`src/rtl/mem_bridge_pkg.sv`:
```
// Shared types and helpers for the data-side memory bridge.
package mem_bridge_pkg;

    typedef enum logic [2:0] {
        IDLE,
        DRAIN,
        LOAD_REQ,
        LOAD_WAIT,
        DONE
    } bridge_state_t;

    localparam int unsigned XLEN_DEFAULT        = 32;
    localparam int unsigned STORE_DEPTH_DEFAULT = 4;

    // One strobe bit per data byte.
    function automatic int unsigned strb_width(input int unsigned xlen);
        return xlen / 8;
    endfunction

endpackage

```
`src/rtl/data_mem_bridge_if.sv`:
```
// Core-side and memory-side signals of the data bridge.
// master: the bridge itself; slave: the core plus external memory around it.
interface data_mem_bridge_if
    import mem_bridge_pkg::*;
#(
    parameter int unsigned XLEN = XLEN_DEFAULT
);
    localparam int unsigned SW = strb_width(XLEN);

    logic            core_mem_en;
    logic            core_write_en;
    logic [SW-1:0]   core_byte_en;
    logic [XLEN-1:0] core_adr;
    logic [XLEN-1:0] core_wdata;
    logic [XLEN-1:0] core_rdata;
    logic            core_stall;

    logic            mem_req_valid;
    logic            mem_req_ready;
    logic            mem_req_write;
    logic [XLEN-1:0] mem_req_adr;
    logic [XLEN-1:0] mem_req_wdata;
    logic [SW-1:0]   mem_req_strb;
    logic            mem_rsp_valid;
    logic [XLEN-1:0] mem_rsp_rdata;

    modport master (
        input  core_mem_en, core_write_en, core_byte_en, core_adr, core_wdata,
        output core_rdata, core_stall,
        output mem_req_valid, mem_req_write, mem_req_adr, mem_req_wdata, mem_req_strb,
        input  mem_req_ready, mem_rsp_valid, mem_rsp_rdata
    );

    modport slave (
        output core_mem_en, core_write_en, core_byte_en, core_adr, core_wdata,
        input  core_rdata, core_stall,
        input  mem_req_valid, mem_req_write, mem_req_adr, mem_req_wdata, mem_req_strb,
        output mem_req_ready, mem_rsp_valid, mem_rsp_rdata
    );

endinterface

```
`src/rtl/store_fifo.sv`:
```
// Posted-store buffer: circular FIFO of {adr, wdata, strb} entries.
module store_fifo
    import mem_bridge_pkg::*;
#(
    parameter  int unsigned XLEN  = XLEN_DEFAULT,
    parameter  int unsigned DEPTH = STORE_DEPTH_DEFAULT,
    localparam int unsigned SW    = strb_width(XLEN),
    localparam int unsigned PW    = $clog2(DEPTH),
    localparam int unsigned CW    = $clog2(DEPTH) + 1
) (
    input  logic            clk,
    input  logic            reset,
    input  logic            push,
    input  logic [XLEN-1:0] push_adr,
    input  logic [XLEN-1:0] push_wdata,
    input  logic [SW-1:0]   push_strb,
    input  logic            pop,
    output logic            full,
    output logic            empty,
    output logic [CW-1:0]   count,
    output logic [XLEN-1:0] head_adr,
    output logic [XLEN-1:0] head_wdata,
    output logic [SW-1:0]   head_strb
);

    typedef struct packed {
        logic [XLEN-1:0] adr;
        logic [XLEN-1:0] wdata;
        logic [SW-1:0]   strb;
    } store_entry_t;

    store_entry_t entries [DEPTH];
    logic [PW-1:0] head;
    logic [PW-1:0] tail;
    logic          do_push;
    logic          do_pop;

    assign full    = (count == CW'(DEPTH));
    assign empty   = (count == '0);
    assign do_push = push && !full;
    assign do_pop  = pop && !empty;

    assign head_adr   = entries[head].adr;
    assign head_wdata = entries[head].wdata;
    assign head_strb  = entries[head].strb;

    // Entry storage; contents are don't-care while not counted.
    always_ff @(posedge clk) begin
        if (do_push) begin
            entries[tail] <= '{adr: push_adr, wdata: push_wdata, strb: push_strb};
        end
    end

    // Pointers wrap naturally because DEPTH is a power of two.
    always_ff @(posedge clk or negedge reset) begin
        if (!reset) begin
            head  <= '0;
            tail  <= '0;
            count <= '0;
        end else begin
            if (do_push) tail <= tail + 1'b1;
            if (do_pop)  head <= head + 1'b1;
            case ({do_push, do_pop})
                2'b10:   count <= count + 1'b1;
                2'b01:   count <= count - 1'b1;
                default: count <= count;
            endcase
        end
    end

endmodule

```
`src/rtl/data_mem_bridge.sv`:
```
// Bridge between the core's single-cycle data port and a handshaked memory.
// Stores are posted into store_fifo; loads drain the FIFO, then stall the core.
module data_mem_bridge
    import mem_bridge_pkg::*;
#(
    parameter  int unsigned XLEN        = XLEN_DEFAULT,
    parameter  int unsigned STORE_DEPTH = STORE_DEPTH_DEFAULT,
    localparam int unsigned SW          = strb_width(XLEN),
    localparam int unsigned CW          = $clog2(STORE_DEPTH) + 1
) (
    input  logic               clk,
    input  logic               reset,
    data_mem_bridge_if.master  bus
);

    bridge_state_t   state;
    logic [XLEN-1:0] rdata_q;

    logic            fifo_push;
    logic            fifo_pop;
    logic            fifo_full;
    logic            fifo_empty;
    logic [CW-1:0]   fifo_count;
    logic [XLEN-1:0] head_adr;
    logic [XLEN-1:0] head_wdata;
    logic [SW-1:0]   head_strb;

    logic            is_load;
    logic            drain_active;

    assign is_load      = bus.core_mem_en && !bus.core_write_en;
    assign drain_active = ((state == IDLE) || (state == DRAIN)) && !fifo_empty;
    // Full is judged before this cycle's pop, so a blocked store waits a cycle.
    assign fifo_push    = (state == IDLE) && bus.core_mem_en && bus.core_write_en && !fifo_full;
    assign fifo_pop     = drain_active && bus.mem_req_ready;

    store_fifo #(
        .XLEN  (XLEN),
        .DEPTH (STORE_DEPTH)
    ) u_fifo (
        .clk        (clk),
        .reset      (reset),
        .push       (fifo_push),
        .push_adr   (bus.core_adr),
        .push_wdata (bus.core_wdata),
        .push_strb  (bus.core_byte_en),
        .pop        (fifo_pop),
        .full       (fifo_full),
        .empty      (fifo_empty),
        .count      (fifo_count),
        .head_adr   (head_adr),
        .head_wdata (head_wdata),
        .head_strb  (head_strb)
    );

    // Load sequencing FSM and the load-data register.
    always_ff @(posedge clk or negedge reset) begin
        if (!reset) begin
            state   <= IDLE;
            rdata_q <= '0;
        end else begin
            case (state)
                IDLE: begin
                    if (is_load) state <= (fifo_count != '0) ? DRAIN : LOAD_REQ;
                end
                DRAIN: begin
                    if (fifo_empty || (fifo_pop && fifo_count == CW'(1))) state <= LOAD_REQ;
                end
                LOAD_REQ: begin
                    if (bus.mem_req_ready) state <= LOAD_WAIT;
                end
                LOAD_WAIT: begin
                    if (bus.mem_rsp_valid) begin
                        rdata_q <= bus.mem_rsp_rdata;
                        state   <= DONE;
                    end
                end
                DONE:    state <= IDLE;
                default: state <= IDLE;
            endcase
        end
    end

    // Request mux (FIFO head vs pending load) and core stall decode.
    always_comb begin
        bus.mem_req_valid = 1'b0;
        bus.mem_req_write = 1'b0;
        bus.mem_req_adr   = '0;
        bus.mem_req_wdata = '0;
        bus.mem_req_strb  = '0;
        bus.core_stall    = 1'b0;

        if (drain_active) begin
            bus.mem_req_valid = 1'b1;
            bus.mem_req_write = 1'b1;
            bus.mem_req_adr   = head_adr;
            bus.mem_req_wdata = head_wdata;
            bus.mem_req_strb  = head_strb;
        end else if (state == LOAD_REQ) begin
            bus.mem_req_valid = 1'b1;
            bus.mem_req_adr   = bus.core_adr;
        end

        case (state)
            IDLE:                      bus.core_stall = bus.core_mem_en && (!bus.core_write_en || fifo_full);
            DRAIN, LOAD_REQ, LOAD_WAIT: bus.core_stall = 1'b1;
            default:                   bus.core_stall = 1'b0;
        endcase
    end

    assign bus.core_rdata = rdata_q;

endmodule
```
`src/flat_wrapper.sv`:
```
// flat-port wrapper written by rule: the top's interface ports become plain ports
module data_mem_bridge_flat import mem_bridge_pkg::*;
#(
    parameter  int unsigned XLEN        = XLEN_DEFAULT,
    parameter  int unsigned STORE_DEPTH = STORE_DEPTH_DEFAULT,
    localparam int unsigned SW          = strb_width(XLEN),
    localparam int unsigned CW          = $clog2(STORE_DEPTH) + 1
)
  (clk, reset, bus_core_mem_en, bus_core_write_en, bus_core_byte_en, bus_core_adr, bus_core_wdata, bus_core_rdata, bus_core_stall, bus_mem_req_valid, bus_mem_req_write, bus_mem_req_adr, bus_mem_req_wdata, bus_mem_req_strb, bus_mem_req_ready, bus_mem_rsp_valid, bus_mem_rsp_rdata);
  data_mem_bridge_if #(.XLEN(XLEN)) bus_i ();
  input  logic clk;
  input  logic reset;
  input wire logic [$bits(bus_i.core_mem_en)-1:0] bus_core_mem_en;
  input wire logic [$bits(bus_i.core_write_en)-1:0] bus_core_write_en;
  input wire logic [$bits(bus_i.core_byte_en)-1:0] bus_core_byte_en;
  input wire logic [$bits(bus_i.core_adr)-1:0] bus_core_adr;
  input wire logic [$bits(bus_i.core_wdata)-1:0] bus_core_wdata;
  output wire logic [$bits(bus_i.core_rdata)-1:0] bus_core_rdata;
  output wire logic [$bits(bus_i.core_stall)-1:0] bus_core_stall;
  output wire logic [$bits(bus_i.mem_req_valid)-1:0] bus_mem_req_valid;
  output wire logic [$bits(bus_i.mem_req_write)-1:0] bus_mem_req_write;
  output wire logic [$bits(bus_i.mem_req_adr)-1:0] bus_mem_req_adr;
  output wire logic [$bits(bus_i.mem_req_wdata)-1:0] bus_mem_req_wdata;
  output wire logic [$bits(bus_i.mem_req_strb)-1:0] bus_mem_req_strb;
  input wire logic [$bits(bus_i.mem_req_ready)-1:0] bus_mem_req_ready;
  input wire logic [$bits(bus_i.mem_rsp_valid)-1:0] bus_mem_rsp_valid;
  input wire logic [$bits(bus_i.mem_rsp_rdata)-1:0] bus_mem_rsp_rdata;
  assign bus_i.core_mem_en = bus_core_mem_en;
  assign bus_i.core_write_en = bus_core_write_en;
  assign bus_i.core_byte_en = bus_core_byte_en;
  assign bus_i.core_adr = bus_core_adr;
  assign bus_i.core_wdata = bus_core_wdata;
  assign bus_core_rdata = bus_i.core_rdata;
  assign bus_core_stall = bus_i.core_stall;
  assign bus_mem_req_valid = bus_i.mem_req_valid;
  assign bus_mem_req_write = bus_i.mem_req_write;
  assign bus_mem_req_adr = bus_i.mem_req_adr;
  assign bus_mem_req_wdata = bus_i.mem_req_wdata;
  assign bus_mem_req_strb = bus_i.mem_req_strb;
  assign bus_i.mem_req_ready = bus_mem_req_ready;
  assign bus_i.mem_rsp_valid = bus_mem_rsp_valid;
  assign bus_i.mem_rsp_rdata = bus_mem_rsp_rdata;
  data_mem_bridge #(.XLEN(XLEN), .STORE_DEPTH(STORE_DEPTH)) u_core (.clk(clk), .reset(reset), .bus(bus_i));
endmodule
```
`config.mk`:
```
export PLATFORM = sky130hd
export DESIGN_NAME = data_mem_bridge_flat
export DESIGN_NICKNAME = d
export VERILOG_FILES = /design/src/rtl/mem_bridge_pkg.sv /design/src/rtl/data_mem_bridge_if.sv /design/src/rtl/store_fifo.sv /design/src/rtl/data_mem_bridge.sv /design/src/flat_wrapper.sv
export SDC_FILE = /design/constraint.sdc
export NUM_CORES = 1
export LEC_CHECK = 0
export ABC_AREA = 0
export CAP_MARGIN = 5
export CORE_AREA = 2 2 140 210
export CTS_CLUSTER_DIAMETER = 120
export DETAILED_ROUTE_END_ITERATION = 12
export DIE_AREA = 0 0 142 212
export PLACE_DENSITY = 0.68
export SYNTH_ARGS = -nofsm -noshare
export SYNTH_HDL_FRONTEND = slang
export SYNTH_HIERARCHICAL = 1
export SYNTH_SLANG_ARGS = --single-unit
```
`constraint.sdc`:
```
create_clock -name clk -period 4.13 [get_ports clk]
set_input_delay 1.239 -clock clk [delete_from_list [all_inputs] [get_ports clk]]
set_output_delay 1.239 -clock clk [all_outputs]
set_load 0.01 [all_outputs]
```
Fig. 1: run 1, met2 routing
Scale bar: 50 um.
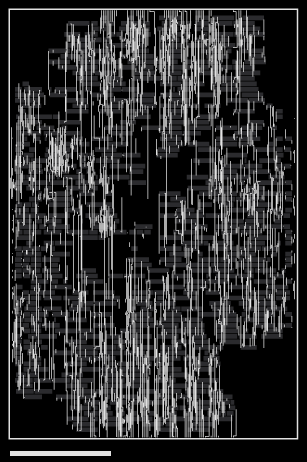
share of all routed wire = 53%
wire length on this layer = 13500 um
main direction = vertical
nets with wire on the layer = 829
longest straight run = 92.5 um

Fig. 2: run 1, signal wires on met1
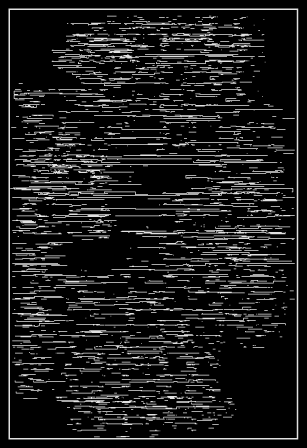
main direction = horizontal
longest straight run = 69.0 um
nets with wire on the layer = 812
wire length on this layer = 10000 um

Fig. 3: run 1, metal 4
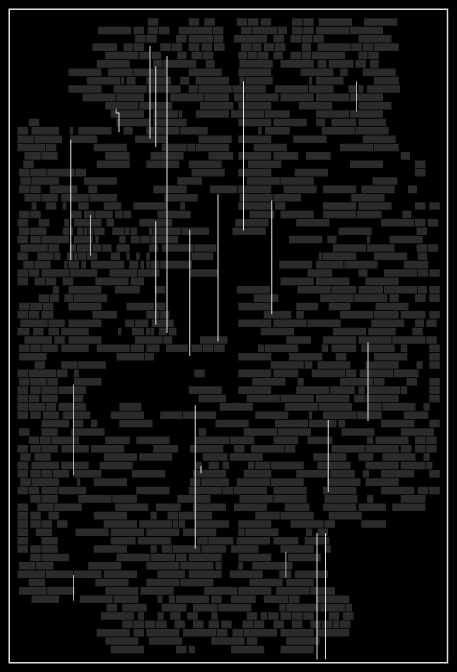
share of all routed wire = 2.5%
nets with wire on the layer = 10

Fig. 4: run 1, routing congestion
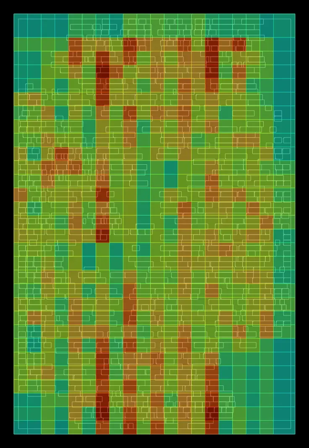
GR Layer Usage met3: 0.0327
fin util: 0.558
M2 GR Usage: 0.307
met1 usage: 0.205
GRT Overall Usage: 0.171

==> impl_metrics.env, run 1 <==
# flow metrics
export IMPL_max_freq_mhz=259
export IMPL_most_common_cell="edfxtp_1"
export IMPL_p_seq_frac=0.378
export IMPL_p_int_w=0.00764
export IMPL_place_congestion=0.768
export IMPL_cp_max_fo=17
export IMPL_taps=351
export IMPL_clock_skew_ps=18.1
export IMPL_p_clk_w=0.00245
export IMPL_placed_area_mm2=0.0150
export IMPL_syn_area_mm2=0.0125
export IMPL_clk_share=0.0549
export IMPL_drt_initial_drc_count=332
export IMPL_num_io_pins=209
export IMPL_power_switching_w=0.00313
export IMPL_hold_class="reg -> reg"
export IMPL_largest_reg_flops=272
export IMPL_relSlewSlack=0.379
export IMPL_r2r_setup_slack_ps=1410
export IMPL_status="complete, no violations"
export IMPL_drt_wl_total_mm=25.6
export IMPL_dp_cells=1117
export IMPL_mux_share=0.164
export IMPL_largestPowerGroup="combinational logic"
export IMPL_wire_per_inst_um=21.8
export IMPL_synth_top_cell_by_area="edfxtp_1"
export IMPL_grt_pass1_vias=6932
export IMPL_clk_latency_ps=550
export IMPL_comb_share=0.186
export IMPL_fin_setup_tns_ps=0
export IMPL_post_cts_setup_buffers=0
export IMPL_antenna_found_initial=5
export IMPL_ys_warn_count=6
export IMPL_tool_warnings=29
export IMPL_antenna_left=0
export IMPL_grt_max_degree=43
export IMPL_synth_flops=314
export IMPL_nMultiInputCombCells=218
export IMPL_chipArea_mm2=0.0301
export IMPL_hold_buffers=0
export IMPL_clkTransAtPathRegs_ps=70
export IMPL_fillers=2096
export IMPL_clkPwrFrac=0.228
export IMPL_fin_cells=1175
export IMPL_dr_pass1_iters=4
export IMPL_pg_comb_w=0.00424
export IMPL_dr_max_layer_used="met4"
export IMPL_clockBufferDepth=3
export IMPL_ff_type="edfxtp_1"
export IMPL_switching_share=0.290
export IMPL_seq_cells=314
export IMPL_yosysChipArea_mm2=0.0125
export IMPL_floorplan_nets=683
export IMPL_finalCriticalPeriod_ps=3870
export IMPL_diodes=4
export IMPL_drive_above_1_share=0.215
export IMPL_cts_root_buf="clkbuf_16"
export IMPL_yosys_cell_types_count=41
export IMPL_worstPathRequired_ps=2890
export IMPL_logic_family="multiplexers"
export IMPL_ys_cells=571
export IMPL_cpPeakStageDelay_ps=630
run 1: cell usage in the layout (no fill, tap or decap), drive strengths merged, types with 4 or more instances in the layout:
cell type      instances
mux2                  33
a22o                  32
ha                     5
mux4                  68
and2                  41
edfxtp               272
buf                   19
clkbuf                40
dfrtp                 42
inv                    8
clkinv                13
clkdlybuf4s50        207
diode                  4
run 1: worst paths after layout:
path,startpoint,to,depth (start not counted)
max,u_core/u_fifo/head[1],bus_mem_req_adr[17],4
min,u_core/bus.core_rdata[1],u_core/bus.core_rdata[1],1
max reg2reg,u_core/state[2],u_core/u_fifo/count[2],10
min reg2reg,u_core/bus.core_rdata[1],u_core/bus.core_rdata[1],1
max in group asynchronous,reset,u_core/u_fifo/head[0],1
min in group asynchronous,reset,u_core/state[2],1
==> run 2: changes to the inputs <==
- ABC_AREA: 0 -> not set
Fig. 5: run 2, metal 4
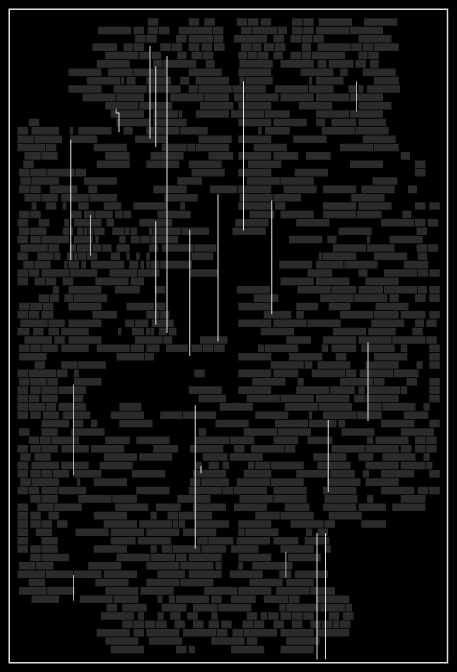
nets with wire on the layer = 10
main direction = vertical
wire length on this layer = 646 um
share of all routed wire = 2.5%

Fig. 6: run 2, signal wires on met1
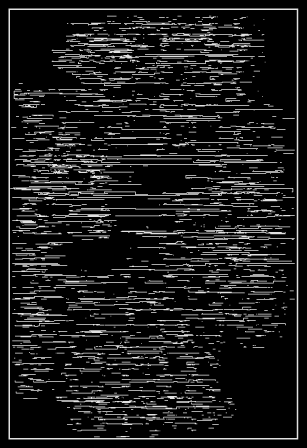
main direction = horizontal
nets with wire on the layer = 812
longest straight run = 69.0 um
share of all routed wire = 39%

Fig. 7: run 2, met2 routing
Scale bar: 50 um.
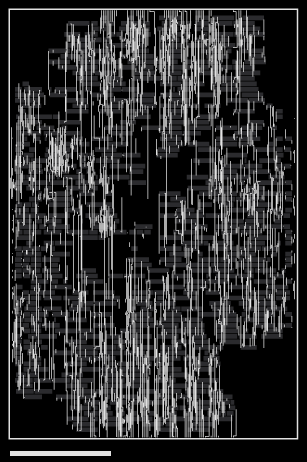
longest straight run = 92.5 um
wire length on this layer = 13500 um

==> run 2 against run 1 <==
Effect of this change:
- fmax unchanged
- combinational power is essentially flat
- area after synthesis did not move
- largest power group unchanged
- global-route usage did not move
- sequential share of layout area unchanged
- clock power barely moved
- largest cell class unchanged
- clock skew stayed put
- critical path depth unchanged
- design area unchanged
- cell count is the same
==> impl_metrics.env, run 2 <==
# flow metrics
export IMPL_yosysSeqAreaShare=0.738
export IMPL_hold_class="reg -> reg"
export IMPL_dr_pass1_iters=4
export IMPL_crit_family="buffers and inverters"
export IMPL_layout_top_cell="edfxtp_1"
export IMPL_dp_hpwl_mm=16.1
export IMPL_relSlewSlack=0.379
export IMPL_grt_pass1_vias=6932
export IMPL_status="complete, no violations"
export IMPL_vias=6245
export IMPL_via_per_inst=5.31
export IMPL_drt_wl_total_mm=25.6
export IMPL_taps=351
export IMPL_synthTopCellsByArea="edfxtp_1 (65%), mux4_2 (12%), dfrtp_1 (8.4%), mux2_4 (3.5%), a22o_1 (2.2%)"
export IMPL_critPathSlowestCell="dfrtp_4"
export IMPL_maxCapViolations=0
export IMPL_nonClkBufAreaFrac=0.147
export IMPL_inv_count=8
export IMPL_setup_viol=0
export IMPL_yosys_cell_types_count=41
export IMPL_worstPathRequired_ps=2890
export IMPL_netlist_instances=571
export IMPL_p_int_w=0.00764
export IMPL_nMultiInputCombCells=218
export IMPL_postLayoutCellArea_mm2=0.0159
export IMPL_layout_setup_ws_ps=263
export IMPL_syn_area_mm2=0.0125
export IMPL_clkTransAtPathRegs_ps=70
export IMPL_hold_ws_ps=517
export IMPL_start_kind="flop"
export IMPL_grt_first_pass_wirelength_mm=39.1
export IMPL_numCtsBuffers=29
export IMPL_final_seq_area_mm2=0.00923
export IMPL_synth_flops=314
export IMPL_crit_type="reg -> out"
export IMPL_async_flop_share=0.134
export IMPL_area_growth_syn_to_layout_pct=27.1
export IMPL_cts_root_buf="clkbuf_16"
export IMPL_lay_top_cells="edfxtp_1 (272), clkdlybuf4s50_1 (207), mux4_2 (68)"
export IMPL_ys_cells=571
export IMPL_max_freq_mhz=259
export IMPL_clock_buffers=39
export IMPL_hp_start="u_core/bus.core_rdata[1]"
export IMPL_place_congestion=0.768
export IMPL_num_io_pins=209
export IMPL_htree_num_levels=1
export IMPL_post_cts_setup_buffers=0
export IMPL_cts_resized=0
export IMPL_p_seq_frac=0.378
export IMPL_power_w=0.0108
export IMPL_tightest_slew_ps=932
export IMPL_clock_skew_ps=18.1
export IMPL_buffers_excl_clock=227
export IMPL_comb_share=0.186
export IMPL_crit_path_end_kind="output pin"
export IMPL_clock_sinks=314
export IMPL_antenna_found_initial=5
export IMPL_ys_top_cells_by_count="edfxtp_1 (272), mux4_2 (68), dfrtp_1 (42)"
export IMPL_initial_core_util=0.439
export IMPL_leakage_nw=5.46
export IMPL_placed_area_mm2=0.0150
export IMPL_combGateArea_mm2=0.00296
export IMPL_period_used=0.936
export IMPL_most_common_cell="edfxtp_1"
export IMPL_p_clk_w=0.00245
export IMPL_syn_avg_cell_area_um2=21.9
export IMPL_path_depth=4
export IMPL_finalHoldViolCount=0
export IMPL_portBuffers=208
export IMPL_arrival_ps=2630
export IMPL_ff_type="edfxtp_1"
export IMPL_rsz0062_at_grt="no"
export IMPL_diodes=4
export IMPL_switching_share=0.290
export IMPL_drv_slew=0
export IMPL_r2r_cells=10
export IMPL_cpPeakStageDelay_ps=630
export IMPL_finalCriticalPeriod_ps=3870
export IMPL_floorplan_nets=683
export IMPL_yosysChipArea_mm2=0.0125
export IMPL_worstReg2RegEnd="u_core/u_fifo/count[2]"
export IMPL_nets=910
export IMPL_clockBufferDepth=3
export IMPL_hold_buffers=0
export IMPL_pg_comb_w=0.00424
export IMPL_clk_latency_ps=550
export IMPL_core_rowCount=76
export IMPL_largestPowerGroup="combinational logic"
export IMPL_drive_above_1_share=0.215
export IMPL_crit_path_end="bus_mem_req_adr[17]"
export IMPL_top_area_frac=0.654
export IMPL_ys_warn_count=6
export IMPL_powerDensity_mw_per_mm2=678
export IMPL_clkPwrFrac=0.228
export IMPL_tool_warnings=29
export IMPL_fillers=2096
export IMPL_regMostFlops="u_core/u_fifo/entries"
export IMPL_fin_setup_tns_ps=0
export IMPL_min_to="u_core/bus.core_rdata[1]"
export IMPL_core_area_mm2=0.0284
export IMPL_r2r_setup_slack_ps=1410
export IMPL_critPathLaunch="u_core/u_fifo/head[1]"
export IMPL_largest_reg_flops=272
export IMPL_drc_errors=0
export IMPL_crit_buf_inv=2
export IMPL_seq_share=0.581
export IMPL_crit_chain="buf_4 > mux4_2 > a22o_1 > clkdlybuf4s50_1"
export IMPL_grt_max_degree=43
export IMPL_biggestCellCategory="sequential cells"
export IMPL_synth_top_cell_by_area="edfxtp_1"
export IMPL_peakVddDrop_v=0.000408
export IMPL_antenna_left=0
export IMPL_seq_cells=314
export IMPL_reg2reg_from="u_core/state[2]"
export IMPL_die_h_um=212
export IMPL_chipArea_mm2=0.0301
export IMPL_drt_initial_drc_count=332
export IMPL_clk_share=0.0549
export IMPL_cp_max_fo=17
export IMPL_holdPathStages=1
export IMPL_power_switching_w=0.00313
export IMPL_edf_count=272
export IMPL_wire_per_inst_um=21.8
export IMPL_grt_use_total=0.171
-- run 2: stage by stage --
stage | utilization | instances
2_1_floorplan | - | 571
3_3_place_gp | 0.526 | 1117
3_5_place_dp | 0.526 | 1117
4_1_cts | 0.557 | 1170
5_1_grt | 0.558 | 1173
6_report | 0.558 | 1175
-- run 2: routing by layer --
metal,track usage,vias to the layer above,part of all wire
li1,-,2778,-
met1,0.205,3210,0.39
met2,0.307,209,0.53
met3,0.0327,48,0.057
met4,0.0628,0,0.025
met5,0,-,0
-- run 2: kinds of logic after synthesis --
family	count (synthesis)	synth area share
flops	314	0.738
mux	104	0.164
fa+ha+maj	6	0.00661
compound gates	41	0.0280
simple gates	61	0.0337
xor+xnor	6	0.00421
buf+inv	39	0.0258
==> run 3: changes to the inputs <==
- CORE_AREA: 2 2 140 210 -> 2 2 144 203
- DIE_AREA: 0 0 142 212 -> 0 0 146 205
- PLACE_DENSITY: 0.68 -> 0.69
Fig. 8: run 3, routing congestion
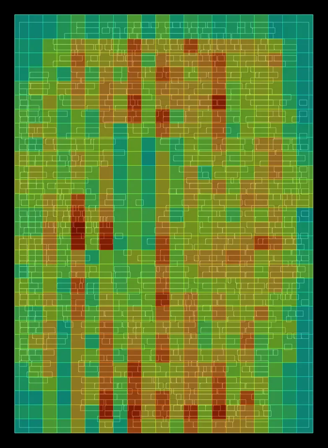
WL/cell: 21.1 um
busiest grt layer: met2

Fig. 9: run 3, met2 routing
Scale bar: 50 um.
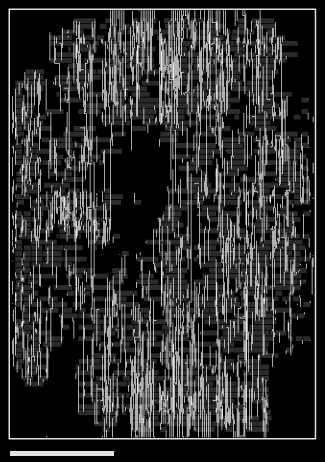
nets with wire on the layer = 830
longest straight run = 61.9 um
share of all routed wire = 52%

==> run 3 against run 2 <==
Effect of this change:
- wire length shrank 1.0%
- sequential power is essentially flat
- fmax fell by 0.84%
- largest cell class unchanged
- highest routed layer is now met5
==> impl_metrics.env, run 3 <==
# flow metrics
export IMPL_status="complete, no violations"
export IMPL_synth_flops=314
export IMPL_place_congestion=0.731
export IMPL_via_per_inst=5.20
export IMPL_nMultiInputCombCells=218
export IMPL_seq_share=0.573
export IMPL_yosysChipArea_mm2=0.0125
export IMPL_clock_sinks=314
export IMPL_initial_core_util=0.444
export IMPL_nonClkBufAreaFrac=0.144
export IMPL_crit_path_end_kind="output pin"
export IMPL_hp_start="u_core/bus.core_rdata[2]"
export IMPL_netlist_instances=571
export IMPL_num_io_pins=209
export IMPL_async_flop_share=0.134
export IMPL_peakVddDrop_v=0.000363
export IMPL_synth_top_cell_by_area="edfxtp_1"
export IMPL_htree_num_levels=1
export IMPL_crit_chain="buf_12 > mux4_2 > a22o_1 > clkdlybuf4s50_1"
export IMPL_grt_first_pass_wirelength_mm=39.3
export IMPL_fillers=2169
export IMPL_crit_family="buffers and inverters"
export IMPL_postLayoutCellArea_mm2=0.0161
export IMPL_floorplan_nets=683
export IMPL_drive_above_1_share=0.225
export IMPL_power_w=0.0112
export IMPL_aoi_share=0.0280
export IMPL_dp_hpwl_mm=16.0
export IMPL_synth_simple_area_share=0.0337
export IMPL_cpPeakStageDelay_ps=590
export IMPL_inv_count=8
export IMPL_vias=6248
export IMPL_portBuffers=208
export IMPL_nets=913
export IMPL_most_common_cell="edfxtp_1"
export IMPL_biggestCellCategory="sequential cells"
export IMPL_clock_buffers=38
export IMPL_r2r_setup_slack_ps=1410
export IMPL_min_to="u_core/bus.core_rdata[2]"
export IMPL_buffers_excl_clock=229
export IMPL_ff_type="edfxtp_1"
export IMPL_cts_root_buf="clkbuf_16"
export IMPL_comb_share=0.184
export IMPL_worstPathRequired_ps=2890
export IMPL_finalHoldViolCount=0
export IMPL_r2r_cells=11
export IMPL_yosysSeqAreaShare=0.738
export IMPL_finalCriticalPeriod_ps=3900
export IMPL_antenna_left=0
export IMPL_grt_pass1_vias=6909
export IMPL_holdPathStages=1
export IMPL_ys_cells=571
export IMPL_core_area_mm2=0.0281
export IMPL_top_area_frac=0.654
export IMPL_clockBufferDepth=3
export IMPL_rsz0062_at_grt="no"
export IMPL_clock_skew_ps=15.0
export IMPL_yosys_cell_types_count=41
export IMPL_grt_max_degree=51
export IMPL_ys_sh_adder=0.00661
export IMPL_ys_top_cells_by_count="edfxtp_1 (272), mux4_2 (68), dfrtp_1 (42)"
export IMPL_lay_top_cells="edfxtp_1 (272), clkdlybuf4s50_1 (207), mux4_2 (68)"
export IMPL_drv_slew=0
export IMPL_edf_count=272
export IMPL_fin_setup_tns_ps=0
export IMPL_largest_reg_flops=272
export IMPL_tool_warnings=29
export IMPL_dp_cells=1143
export IMPL_regMostFlops="u_core/u_fifo/entries"
export IMPL_critPathLaunch="u_core/u_fifo/head[0]"
export IMPL_diodes=1
export IMPL_numCtsBuffers=30
export IMPL_clk_latency_ps=550
export IMPL_drt_wl_total_mm=25.4
export IMPL_taps=375
export IMPL_grt_use_total=0.170
export IMPL_dr_pass1_iters=4
export IMPL_powerDensity_mw_per_mm2=698
export IMPL_crit_path_end="bus_mem_req_adr[12]"
export IMPL_placed_area_mm2=0.0150
export IMPL_cp_max_fo=50
export IMPL_fin_cells=1201
export IMPL_hold_ws_ps=508
export IMPL_reg2reg_from="u_core/u_fifo/count[0]"
export IMPL_synthTopCellsByArea="edfxtp_1 (65%), mux4_2 (12%), dfrtp_1 (8.4%), mux2_4 (3.5%), a22o_1 (2.2%)"
export IMPL_syn_avg_cell_area_um2=21.9
export IMPL_layout_setup_ws_ps=230
Fig. 10: run 3, metal 4
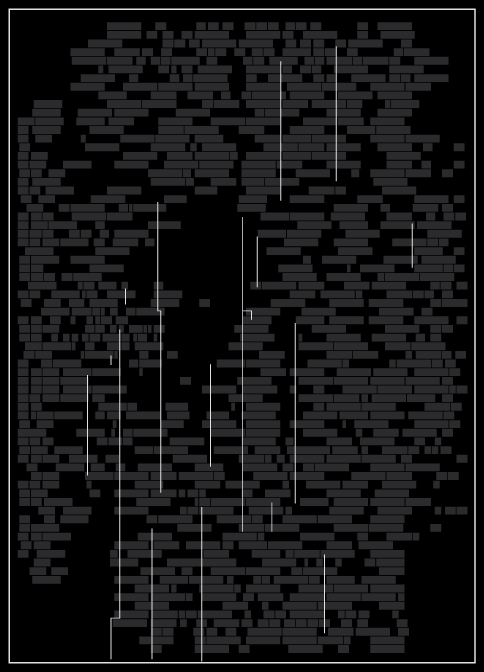
main direction = vertical
longest straight run = 98.6 um
share of all routed wire = 2.6%
nets with wire on the layer = 10

## run 3: what timing repair did
item / 4_1_cts / 5_1_grt
buffers inserted: 0 / 1
endpoints found under the setup margin: 0 / 7
resized: 0 / 0
hold buffers: 0 / 0
## run 3: routing by layer
metal | share of wire | vias up | track usage
met5 | 0.00099 | - | 0
met4 | 0.026 | 4 | 0.0548
met3 | 0.055 | 37 | 0.0339
met2 | 0.52 | 208 | 0.305
met1 | 0.39 | 3211 | 0.206
li1 | - | 2788 | -
## run 3: report_power, final
| group | switching, W | leakage (nW) | total (W) | internal [W] |
|---|---|---|---|---|
| clock | 0.00115 | 0.543 | 0.00294 | 0.00179 |
| combinational | 0.00175 | 2.08 | 0.00421 | 0.00246 |
| sequential | 0.000260 | 2.95 | 0.00408 | 0.00382 |
Power figures rest on the tool's default switching activity, not on a simulated workload.
